### Congestion heat map, run 1

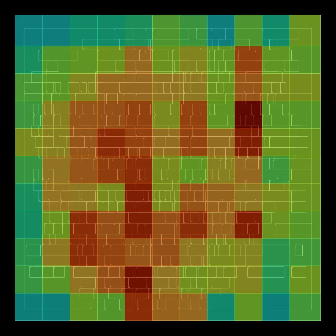
### Signal wires by layer, run 1

Scale bar: 20 um.
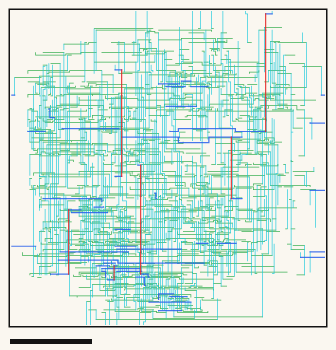
### Where the registers sit, run 1

Scale bar: 20 um. Other sequential cells in the stronger gray, the rest of the logic in the fainter gray.
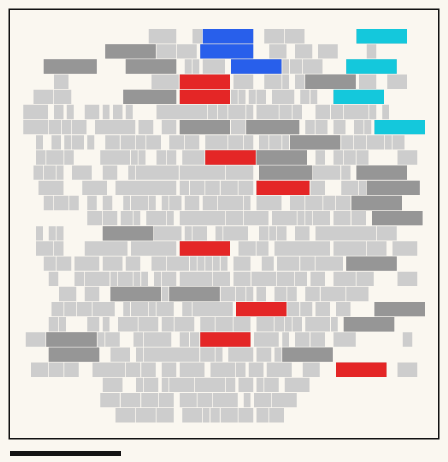
### Gate families picked out, run 1

Scale bar: 20 um.
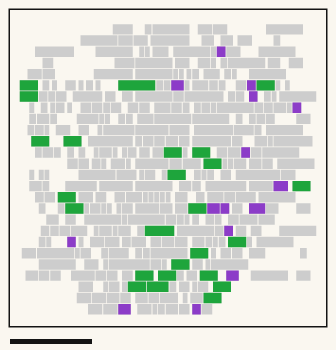
[config.mk]
export PLATFORM = sky130hd
export DESIGN_NAME = spotlight_positioner
export DESIGN_NICKNAME = d
export VERILOG_FILES = /design/src/rtl/spotlight_positioner.sv
export SDC_FILE = /design/constraint.sdc
export NUM_CORES = 1
export LEC_CHECK = 0
export CORE_MARGIN = 2
export CORE_UTILIZATION = 53
export DETAILED_ROUTE_END_ITERATION = 6
export MAX_ROUTING_LAYER = met4
export PLACE_DENSITY = 0.87
export SLEW_MARGIN = 20
export SYNTH_ARGS = -nofsm -noshare
export SYNTH_HDL_FRONTEND = slang
export SYNTH_SLANG_ARGS = --single-unit
[constraint.sdc]
create_clock -name clk -period 4.4 [get_ports clk]
set_input_delay 0.66 -clock clk [delete_from_list [all_inputs] [get_ports clk]]
set_output_delay 0.66 -clock clk [all_outputs]
set_load 0.01 [all_outputs]
[src/rtl/spotlight_positioner.sv]
`default_nettype none
// ============================================================================
// Module      : spotlight_positioner
// Description : Stage-side spotlight stepper driver. Filters the controller's
//               3-bit command, steps the motor to one of three positions and
//               reports the result on active-low position sensors.
// Revision    : 1.0 - initial release
// ============================================================================
module spotlight_positioner #(
    parameter int POS_W      = 8,
    parameter int LEFT_POS   = 16,
    parameter int CENTER_POS = 128,
    parameter int RIGHT_POS  = 240,
    parameter int STEP_DIV   = 4,
    parameter int SETTLE_CYC = 8,
    parameter int SENSOR_WIN = 2
) (
    input  logic             clk,
    input  logic             reset,
    input  logic [2:0]       S1,
    output logic             step,
    output logic             dir,
    output logic             lamp_on,
    output logic             busy,
    output logic             at_target,
    output logic             err,
    output logic [POS_W-1:0] pos,
    output logic             TL,
    output logic             TC,
    output logic             TR
);

    localparam int DIV_W = $clog2(STEP_DIV);
    localparam int SET_W = $clog2(SETTLE_CYC + 1);

    localparam logic [DIV_W-1:0] C_DIV_LAST = DIV_W'(STEP_DIV - 1);
    localparam logic [SET_W-1:0] C_SET_LAST = SET_W'(SETTLE_CYC - 1);
    localparam logic [POS_W-1:0] C_LEFT     = POS_W'(LEFT_POS);
    localparam logic [POS_W-1:0] C_CENTER   = POS_W'(CENTER_POS);
    localparam logic [POS_W-1:0] C_RIGHT    = POS_W'(RIGHT_POS);
    localparam logic [POS_W-1:0] C_WIN      = POS_W'(SENSOR_WIN);

    localparam logic C_TL_RST = (CENTER_POS - LEFT_POS) > SENSOR_WIN;
    localparam logic C_TR_RST = (RIGHT_POS - CENTER_POS) > SENSOR_WIN;

    localparam logic [2:0] C_CMD_PARK   = 3'b001;
    localparam logic [2:0] C_CMD_LEFT   = 3'b101;
    localparam logic [2:0] C_CMD_CENTER = 3'b100;
    localparam logic [2:0] C_CMD_RIGHT  = 3'b111;

    localparam logic [1:0] C_ST_IDLE   = 2'd0;
    localparam logic [1:0] C_ST_MOVE   = 2'd1;
    localparam logic [1:0] C_ST_SETTLE = 2'd2;

    logic [2:0]       s1_q, s1_d, cmd_q, cmd_d;
    logic [POS_W-1:0] target_q, target_d, pos_q, pos_d;
    logic [1:0]       state_q, state_d;
    logic [DIV_W-1:0] div_q, div_d;
    logic [SET_W-1:0] settle_q, settle_d;
    logic             dir_q, dir_d, step_q, step_d, lamp_q, lamp_d;
    logic             err_q, err_d, at_target_q, at_target_d;
    logic             tl_q, tl_d, tc_q, tc_d, tr_q, tr_d;

    logic             w_accept, w_need_right, w_at_pos, w_reverse;
    logic             w_terminal, w_stepping;
    logic [POS_W-1:0] w_pos_step;

    function automatic logic near(input logic [POS_W-1:0] p,
                                  input logic [POS_W-1:0] c);
        logic [POS_W-1:0] d;
        d = (p >= c) ? (p - c) : (c - p);
        return (d <= C_WIN);
    endfunction

    assign w_accept     = (S1 == s1_q);
    assign w_need_right = (target_q > pos_q);
    assign w_at_pos     = (target_q == pos_q);
    assign w_reverse    = (w_need_right != dir_q);
    assign w_terminal   = (div_q == C_DIV_LAST);
    // A reversal consumes the terminal count so dir gets a full divider period of setup.
    assign w_stepping   = (state_q == C_ST_MOVE) && !w_at_pos && !w_reverse && w_terminal;
    assign w_pos_step   = w_need_right ? (pos_q + POS_W'(1)) : (pos_q - POS_W'(1));

    always_ff @(posedge clk or negedge reset) begin
        if (!reset) begin
            s1_q        <= C_CMD_PARK;
            cmd_q       <= C_CMD_PARK;
            target_q    <= C_CENTER;
            pos_q       <= C_CENTER;
            state_q     <= C_ST_IDLE;
            div_q       <= '0;
            settle_q    <= '0;
            dir_q       <= 1'b0;
            step_q      <= 1'b0;
            lamp_q      <= 1'b0;
            err_q       <= 1'b0;
            at_target_q <= 1'b1;
            tl_q        <= C_TL_RST;
            tc_q        <= 1'b0;
            tr_q        <= C_TR_RST;
        end else begin
            s1_q        <= s1_d;
            cmd_q       <= cmd_d;
            target_q    <= target_d;
            pos_q       <= pos_d;
            state_q     <= state_d;
            div_q       <= div_d;
            settle_q    <= settle_d;
            dir_q       <= dir_d;
            step_q      <= step_d;
            lamp_q      <= lamp_d;
            err_q       <= err_d;
            at_target_q <= at_target_d;
            tl_q        <= tl_d;
            tc_q        <= tc_d;
            tr_q        <= tr_d;
        end
    end

    always_comb begin
        state_d = state_q;
        case (state_q)
            C_ST_IDLE: begin
                if (!w_at_pos) state_d = C_ST_MOVE;
            end
            C_ST_MOVE: begin
                if (w_at_pos) state_d = C_ST_SETTLE;
                else if (w_stepping && (w_pos_step == target_q)) state_d = C_ST_SETTLE;
            end
            C_ST_SETTLE: begin
                if (!w_at_pos) state_d = C_ST_MOVE;
                else if (settle_q == C_SET_LAST) state_d = C_ST_IDLE;
            end
            default: state_d = C_ST_IDLE;
        endcase
    end

    always_comb begin
        pos_d       = w_stepping ? w_pos_step : pos_q;
        step_d      = w_stepping;
        dir_d       = w_at_pos ? dir_q : w_need_right;
        div_d       = '0;
        if ((state_q == C_ST_MOVE) && !w_reverse && !w_terminal) div_d = div_q + DIV_W'(1);
        settle_d    = (state_q == C_ST_SETTLE) ? (settle_q + SET_W'(1)) : '0;
        at_target_d = (state_d == C_ST_IDLE);
        busy        = (state_q != C_ST_IDLE);
        tl_d        = !near(pos_d, C_LEFT);
        tc_d        = !near(pos_d, C_CENTER);
        tr_d        = !near(pos_d, C_RIGHT);
    end

    // An illegal code pins the target to the next position, halting the motor in place.
    always_comb begin
        s1_d     = S1;
        cmd_d    = cmd_q;
        target_d = target_q;
        err_d    = err_q;
        lamp_d   = lamp_q;
        if (w_accept) begin
            cmd_d = S1;
            err_d = 1'b0;
            case (S1)
                C_CMD_PARK, C_CMD_CENTER: target_d = C_CENTER;
                C_CMD_LEFT:               target_d = C_LEFT;
                C_CMD_RIGHT:              target_d = C_RIGHT;
                default: begin
                    err_d    = 1'b1;
                    target_d = pos_d;
                end
            endcase
        end
        if ((state_q == C_ST_IDLE) && (state_d == C_ST_MOVE)) lamp_d = 1'b0;
        if ((state_q == C_ST_SETTLE) && (state_d == C_ST_IDLE))
            lamp_d = (cmd_d == C_CMD_LEFT) || (cmd_d == C_CMD_CENTER) || (cmd_d == C_CMD_RIGHT);
        if (w_accept && ((S1 == C_CMD_PARK) || err_d)) lamp_d = 1'b0;
    end

    assign step      = step_q;
    assign dir       = dir_q;
    assign lamp_on   = lamp_q;
    assign at_target = at_target_q;
    assign err       = err_q;
    assign pos       = pos_q;
    assign TL        = tl_q;
    assign TC        = tc_q;
    assign TR        = tr_q;

endmodule
`default_nettype wire

==> impl_metrics.json, run 1 <==
{
  "min-delay-start": "div_q[0]$_DFF_PN0_",
  "fin_cells": 435,
  "final_area_mm2": 0.00366,
  "n_antenna_cell": 0,
  "cp-end-kind": "flip-flop",
  "fin_nets": 394,
  "worstPathArrival_ns": 4.46,
  "setup_ws_ns": 0.149,
  "htreeDepth": 2,
  "fmax_ghz": 0.235,
  "crit_path_frequent_cell": "ha_1",
  "antenna_left": 0,
  "drv_slew": 0,
  "core_mm2": 0.00511,
  "crit_chain": "inv_1 > ha_1 > and4_1 > o2111a_1 > or3_1 > and2_4 > buf_4 > fa_1 > nand3b_1 > nand2_2 > xor2_2 > mux2i_4 > clkinv_2 > ha_1 > a311oi_2 > o2bb2a_4 > nor4_4 > o211ai_1",
  "startpoint": "pos[7]$_DFF_PN1_",
  "ys_ff": 38,
  "async_flop_share_pct": 100,
  "grt_pass1_vias": 2524,
  "path_buffers": 3,
  "grt_antenna_before_repair": 0,
  "slowest_stage": "dfstp_2",
  "reg2reg_slack_ns": 0.15,
  "grt_pass1_wl_mm": 12.0,
  "worstPathMaxFanout": 4,
  "die_area_mm2": 0.00590,
  "fp_nets": 329,
  "drv_cap": 0,
  "grt_max_degree": 39,
  "fin_crit_sh_pct": 96.6,
  "cts_buffer_depth": 2,
  "root_buffer": "clkbuf_8",
  "worstSkewPairLatency_ns": 0.29,
  "vias": 2543,
  "pre_cts_slack_ns": -0.0224,
  "finClkSkew_ns": 0.00627,
  "required_ns": 4.61,
  "wl_mm": 7.49,
  "netlist_instances": 299,
  "hold_violations": 0,
  "drc": 0,
  "flop_cell": "dfrtp_1",
  "numCtsBuffers": 5,
  "synth.distinct_cells": 62,
  "fillers": 366,
  "cts_hold_buf": 0,
  "placed_cells": 422,
  "yosysWarnings": 0,
  "io_pins": 22,
  "initCoreUtil_pct": 55.0,
  "globalplace.congestion": 0.924,
  "syn_avg_cell_area_um2": 9.39,
  "area_delta_synth_final_pct": 30.4,
  "track_usage_pct": 26.2,
  "cp_slowest_stage_delay_ns": 0.54,
  "warnings": 33,
  "edf_count": 0,
  "ys_area_mm2": 0.00281,
  "hold_path_class": "flip-flop to flip-flop",
  "clock_sinks": 38,
  "yosysSeqAreaShare_pct": 34.2,
  "cp-start-kind": "flip-flop",
  "gr-total-overflow": 0,
  "drt-vias-per-instance": 5.85,
  "outcome": "complete, no violations",
  "setup_violations": 0,
  "rsz0062_at_grt": "yes",
  "placed_area_mm2": 0.00336,
  "criticalPathCategory": "flip-flop to flip-flop",
  "fp.dieW_um": 76.8,
  "first_iter_violations": 232,
  "io_buffers": 21,
  "drive_gt1_share_pct": 26.6,
  "post-route-min-period_ns": 4.25,
  "r2r_start": "pos[7]$_DFF_PN1_",
  "dp_hpwl_mm": 5.32,
  "tightest_slew_ns": 0.840,
  "die_height_um": 76.8,
  "synth.cell_area_mm2": 0.00281,
  "slew_headroom_pct": 44.0,
  "crit_family": "simple AND/OR/NAND/NOR gates",
  "clk_pin_slew_worst_paths_ns": 0.08,
  "cts_tree": "built",
  "yosysCellCount": 299,
  "rows": 26,
  "dr.pass1.iters": 5
}
## Picture notes: 'Congestion heat map'
GR Util met3: 3.53%
Core Util, Final: 71.7%
WL/cell: 17.2 um
GR Util met2: 44.1%
met1 GRT Util: 32.6%

## Picture notes: 'Signal wires by layer'
metal 1 -> green  # wire length 3170 um
metal 2 -> cyan  # wire length 3900 um
metal 3 -> blue  # wire length 310 um
metal 4 -> red  # wire length 115 um

## Picture notes: 'Where the registers sit'
s1_q -> blue  # placed flops 3
target_q -> red  # placed flops 8
settle_q -> cyan  # placed flops 4, where top right
Seq/total area: 26.2%

## Picture notes: 'Gate families picked out'
adder and majority cells -> green  # cells 25
AND and OR gates -> purple  # cells 15

-- run 1: Yosys cell counts (7+ instances only) --
library cell	n	area share (%)
xnor2_1	15	4.7
nand2_1	23	3.1
nor2_1	22	2.9
inv_1	23	3.1
o21ai_0	17	3.0
nand3_1	9	1.6
nor3_1	9	1.6
a21oi_1	14	2.5
xor2_1	9	2.8
mux2i_1	7	2.5
ha_1	24	11
mux2_2	9	3.6
dfrtp_1	31	28
dfstp_2	7	6.6
-- run 1: path summary, 6_finish.rpt --
check / endpoint / depth (start not counted)
setup / recovery: TL$_DFF_PN1_ / 18
hold / removal: div_q[0]$_DFF_PN0_ / 1
setup reg to reg: TL$_DFF_PN1_ / 18
hold reg to reg: div_q[0]$_DFF_PN0_ / 1
max in group asynchronous: pos[4]$_DFF_PN0_ / 1
min in group asynchronous: target_q[1]$_DFFE_PN0P_ / 1
-- run 1: per-layer routing --
layer,up-vias,GRT usage [%],part of all wire (%)
li1,1201,-,-
met1,1250,32.6,42
met2,79,44.1,52
met3,13,3.53,4.1
met4,0,8.91,1.5
met5,-,-,0
-- run 1: cells by family (layout without fill, tap and decap cells) --
family / count (synthesis) / count (layout) / synth area share [%]
simple gates: 99 / 99 / 18.5
compound gates: 66 / 66 / 16.9
flops: 38 / 38 / 34.2
buf+inv: 29 / 95 / 4.14
fa+ha+maj: 25 / 25 / 11.4
xor+xnor: 24 / 24 / 7.49
mux: 18 / 18 / 7.40
-- run 1: flip-flops by register name, indices dropped and copies added, names as in the netlist, 2 cells and up --
signal    flops
s1_q          3
div_q         2
target_q      8
settle_q      4
state_q       2
cmd_q         3
pos           8
-- run 1: stage by stage --
step | TNS [ns] | utilization [%] | hold slack (ns)
after floorplan | 0 | - | 0.364
after global routing | -0.0999 | 71.7 | 0.470
after detailed placement | -0.0256 | 65.8 | 0.440
after CTS | 0 | 69.2 | 0.448
after global placement | 0 | 65.8 | 0.429
final | 0 | 71.7 | 0.443
-- run 1: repair_timing --
item | 4_1_cts | 5_1_grt
pin swaps | 1 | 6
gates resized | 3 | 20
buffers inserted | 2 | 3
endpoints found under the setup margin | 2 | 5
-- run 1: worst reg2reg max path, delay by kind of cell, from the launching register on --
kind | cells | cell delay, ns
xor+xnor | 1 | 0.11
simple gates | 6 | 1.31
flops | 1 | 0.54
buf+inv | 3 | 0.29
fa+ha+maj | 3 | 0.93
compound gates | 4 | 0.73
mux | 1 | 0.27
-- run 1: layout make-up --
class	count	area [um2]	area share [%]
multi-input cells	232	1860	50.8
flip-flops and latches	38	960	26.2
repair buffers	62	513	14.0
inverters	25	97.6	2.67
well taps	70	87.6	2.39
clock buffers	6	82.6	2.26
clock inverters	2	60.1	1.64
-- run 1: layout by cell type, fill, tap and decap left out, drive strengths merged, types with 15 or more instances in the layout --
master / n
clkdlybuf4s50: 20
nand2: 23
inv: 24
buf: 42
xnor2: 15
dfrtp: 31
o21ai: 17
a21oi: 15
nor2: 22
ha: 24
==> run 2, diff against run 1 <==
--- a/config.mk
+++ b/config.mk
@@ -14,3 +14,4 @@
 export SYNTH_ARGS = -nofsm -noshare
 export SYNTH_HDL_FRONTEND = slang
 export SYNTH_SLANG_ARGS = --single-unit
+export TNS_END_PERCENT = 30
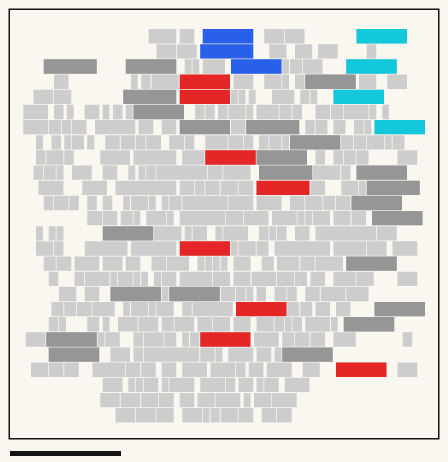
*Where the registers sit, run 2*
Scale bar: 20 um. Other sequential cells in the stronger gray, the rest of the logic in the fainter gray.
s1_q -> blue  # placed flops 3
target_q -> red  # placed flops 8
settle_q -> cyan  # placed flops 4, where top right
not colored = 23

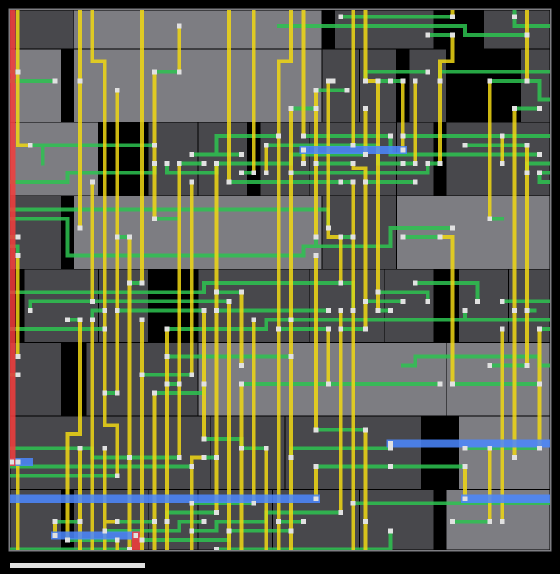
*A small window of the routed layout, run 2*
Scale bar: 5 um. Window x 28 to 48, y 44 to 64 um. Cells in gray, sequential cells in the stronger gray; small squares are vias.
metal 1 -> green
metal 2 -> yellow
metal 3 -> blue
metal 4 -> red
sequential cells in the window = 5
most frequent = buf_4 (7), o21ai_0 (5), dfrtp_1 (4)
netlist names of flops here include = target_q (3), pos (2)
cells with their middle in the window = 34

==> run 2 against run 1 <==
First-iteration DRC count up 16%. Worst hold slack about the same. Design area down 0.10%. Global-route usage down 0.36 points. Critical path type unchanged.
==> impl_metrics.json, run 2 <==
{
  "drive_gt1_share_pct": 26.0,
  "clk_pin_slew_worst_paths_ns": 0.08,
  "placed_area_mm2": 0.00336,
  "die_area_mm2": 0.00590,
  "core_mm2": 0.00511,
  "numCtsBuffers": 5,
  "yosysCellCount": 299,
  "grt_pass1_vias": 2469,
  "worstSkewPairLatency_ns": 0.29,
  "drv_slew": 0,
  "avgRoutedWirePerCell_um": 17.3,
  "syn_avg_cell_area_um2": 9.39,
  "topCellsByArea": "dfrtp_1, ha_1, dfstp_2",
  "fin_nets": 394,
  "tightest_slew_ns": 0.855,
  "slew_headroom_pct": 43.0,
  "required_ns": 4.60,
  "yosysTopAreaCell": "dfrtp_1",
  "n_antenna_cell": 0,
  "gr-total-overflow": 0,
  "utilization_pct": 71.6,
  "tns_ns": 0,
  "async_flop_share_pct": 100,
  "area_delta_synth_final_pct": 30.3,
  "antenna_left": 0,
  "ys_area_mm2": 0.00281,
  "drt-vias-per-instance": 5.88,
  "drv_cap": 0,
  "fp.dieW_um": 76.8,
  "worstPathArrival_ns": 4.43,
  "cts_buffer_depth": 2,
  "grt_pass1_wl_mm": 11.8,
  "fmax_ghz": 0.237,
  "initCoreUtil_pct": 55.0,
  "track_usage_pct": 25.9,
  "finClkSkew_ns": 0.00799,
  "io_buffers": 21,
  "drc": 0,
  "setup_violations": 0,
  "synth.distinct_cells": 62,
  "yosysWarnings": 0,
  "worstPathMaxFanout": 6,
  "die_height_um": 76.8,
  "edf_count": 0,
  "ys_ff": 38,
  "synth.cell_area_mm2": 0.00281,
  "netlist_instances": 299,
  "final_cell_mix": "buf_4, dfrtp_1, ha_1",
  "warnings": 33,
  "cts_tree": "built",
  "post-route-min-period_ns": 4.23,
  "vias": 2557,
  "io_pins": 22,
  "globalplace.congestion": 0.924,
  "hold_path_class": "flip-flop to flip-flop",
  "fp_nets": 329,
  "outcome": "complete, no violations",
  "rows": 26,
  "yosysTopAreaCellShare_pct": 27.6,
  "cp-start-kind": "flip-flop",
  "common_cells": "dfrtp_1, ha_1, inv_1, nand2_1, nor2_1",
  "cts_hold_buf": 0,
  "cp-end-kind": "flip-flop",
  "yosysSeqAreaShare_pct": 34.2,
  "wl_mm": 7.54,
  "dp_hpwl_mm": 5.32,
  "synth_dominant_cell_count": "dfrtp_1",
  "fin_crit_sh_pct": 96.1,
  "hold_violations": 0,
  "criticalPathCategory": "flip-flop to flip-flop",
  "root_buffer": "clkbuf_8",
  "clock_sinks": 38,
  "holdWs_ns": 0.443,
  "grt_antenna_before_repair": 0,
  "fillers": 373,
  "first_iter_violations": 270,
  "htreeDepth": 2,
  "grt_max_degree": 39,
  "dr.pass1.iters": 5,
  "final_area_mm2": 0.00366,
  "flop_cell": "dfrtp_1"
}
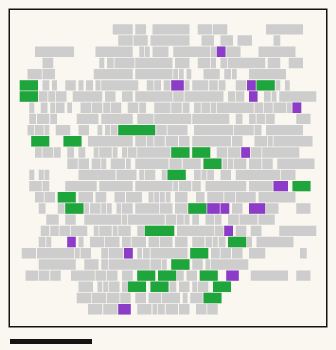
*Gate families picked out, run 2*
Scale bar: 20 um.
AND and OR gates -> purple  # cells 15
adder and majority cells -> green  # cells 25
most numerous logic cell after layout: buf_4
logic share of the area: 50.7%

-- run 2: stage by stage --
stage	worst slack [ns]	instances
floorplan	0.0136	299
global placement	0.0993	422
detailed placement	-0.0224	422
CTS	-0.0225	430
global route	-0.0505	435
finish	0.172	435
-- run 2: cell families (layout without fill, tap and decap cells) --
family	Yosys count	after routing	synth area share [%]
DFF	38	38	34.2
adders and majority gates	25	25	11.4
muxes	18	18	7.40
AOI/OAI and AO/OA	66	66	16.9
buffers and inverters	29	95	4.14
xor gates and xnor gates	24	24	7.49
and+or+nand+nor	99	99	18.5
-- run 2: routing by layer --
metal,global-route usage [%],vias up,part of all wire [%],wire [um]
li1,-,1203,-,-
met1,32.5,1254,42,3160
met4,10.0,0,2.3,176
met2,42.5,81,52,3900
met5,-,-,0,0
met3,3.65,19,4.1,307
-- run 2: cell type report --
| cell class | instances | area, um2 | area share, % |
|---|---|---|---|
| inverter | 25 | 100 | 2.74 |
| clock inverter | 2 | 60.1 | 1.64 |
| timing repair buffer | 62 | 513 | 14.0 |
| clock buffer | 6 | 82.6 | 2.26 |
| sequential | 38 | 960 | 26.2 |
| tap | 70 | 87.6 | 2.39 |
| multi-input combinational | 232 | 1850 | 50.7 |
-- run 2: path summary, 6_finish.rpt --
kind,endpoint,cells past startpoint,slack (ns),from
max in group asynchronous,err$_DFF_PN0_,1,3.39,reset
min,div_q[0]$_DFF_PN0_,1,0.44,div_q[0]$_DFF_PN0_
max,TR$_DFF_PN1_,18,0.17,pos[7]$_DFF_PN1_
min in group asynchronous,target_q[1]$_DFFE_PN0P_,1,0.47,reset
max reg2reg,TR$_DFF_PN1_,18,0.17,pos[7]$_DFF_PN1_
min reg2reg,div_q[0]$_DFF_PN0_,1,0.44,div_q[0]$_DFF_PN0_
-- run 2: repair_timing --
action,4_1_cts,5_1_grt
pin swaps,0,6
endpoints found under the setup margin,2,5
gates resized,1,21
cloned,0,0
hold endpoints to repair,0,0
setup buffers,0,5
-- run 2: critical path, stage by stage, from the launching register on --
cell and delay, ns:
dfstp_2 0.54, inv_1 0.04, ha_1 0.31, and4_1 0.17, o2111a_1 0.15, or3_1 0.34
and2_4 0.19, inv_4 0.07, ha_1 0.23, a21oi_2 0.14, buf_4 0.13, o21bai_1 0.08
xor2_1 0.40, nor3_1 0.11, mux2i_1 0.54, nand2b_1 0.13, a211oi_1 0.27, nor3_1 0.08
o221ai_1 0.22
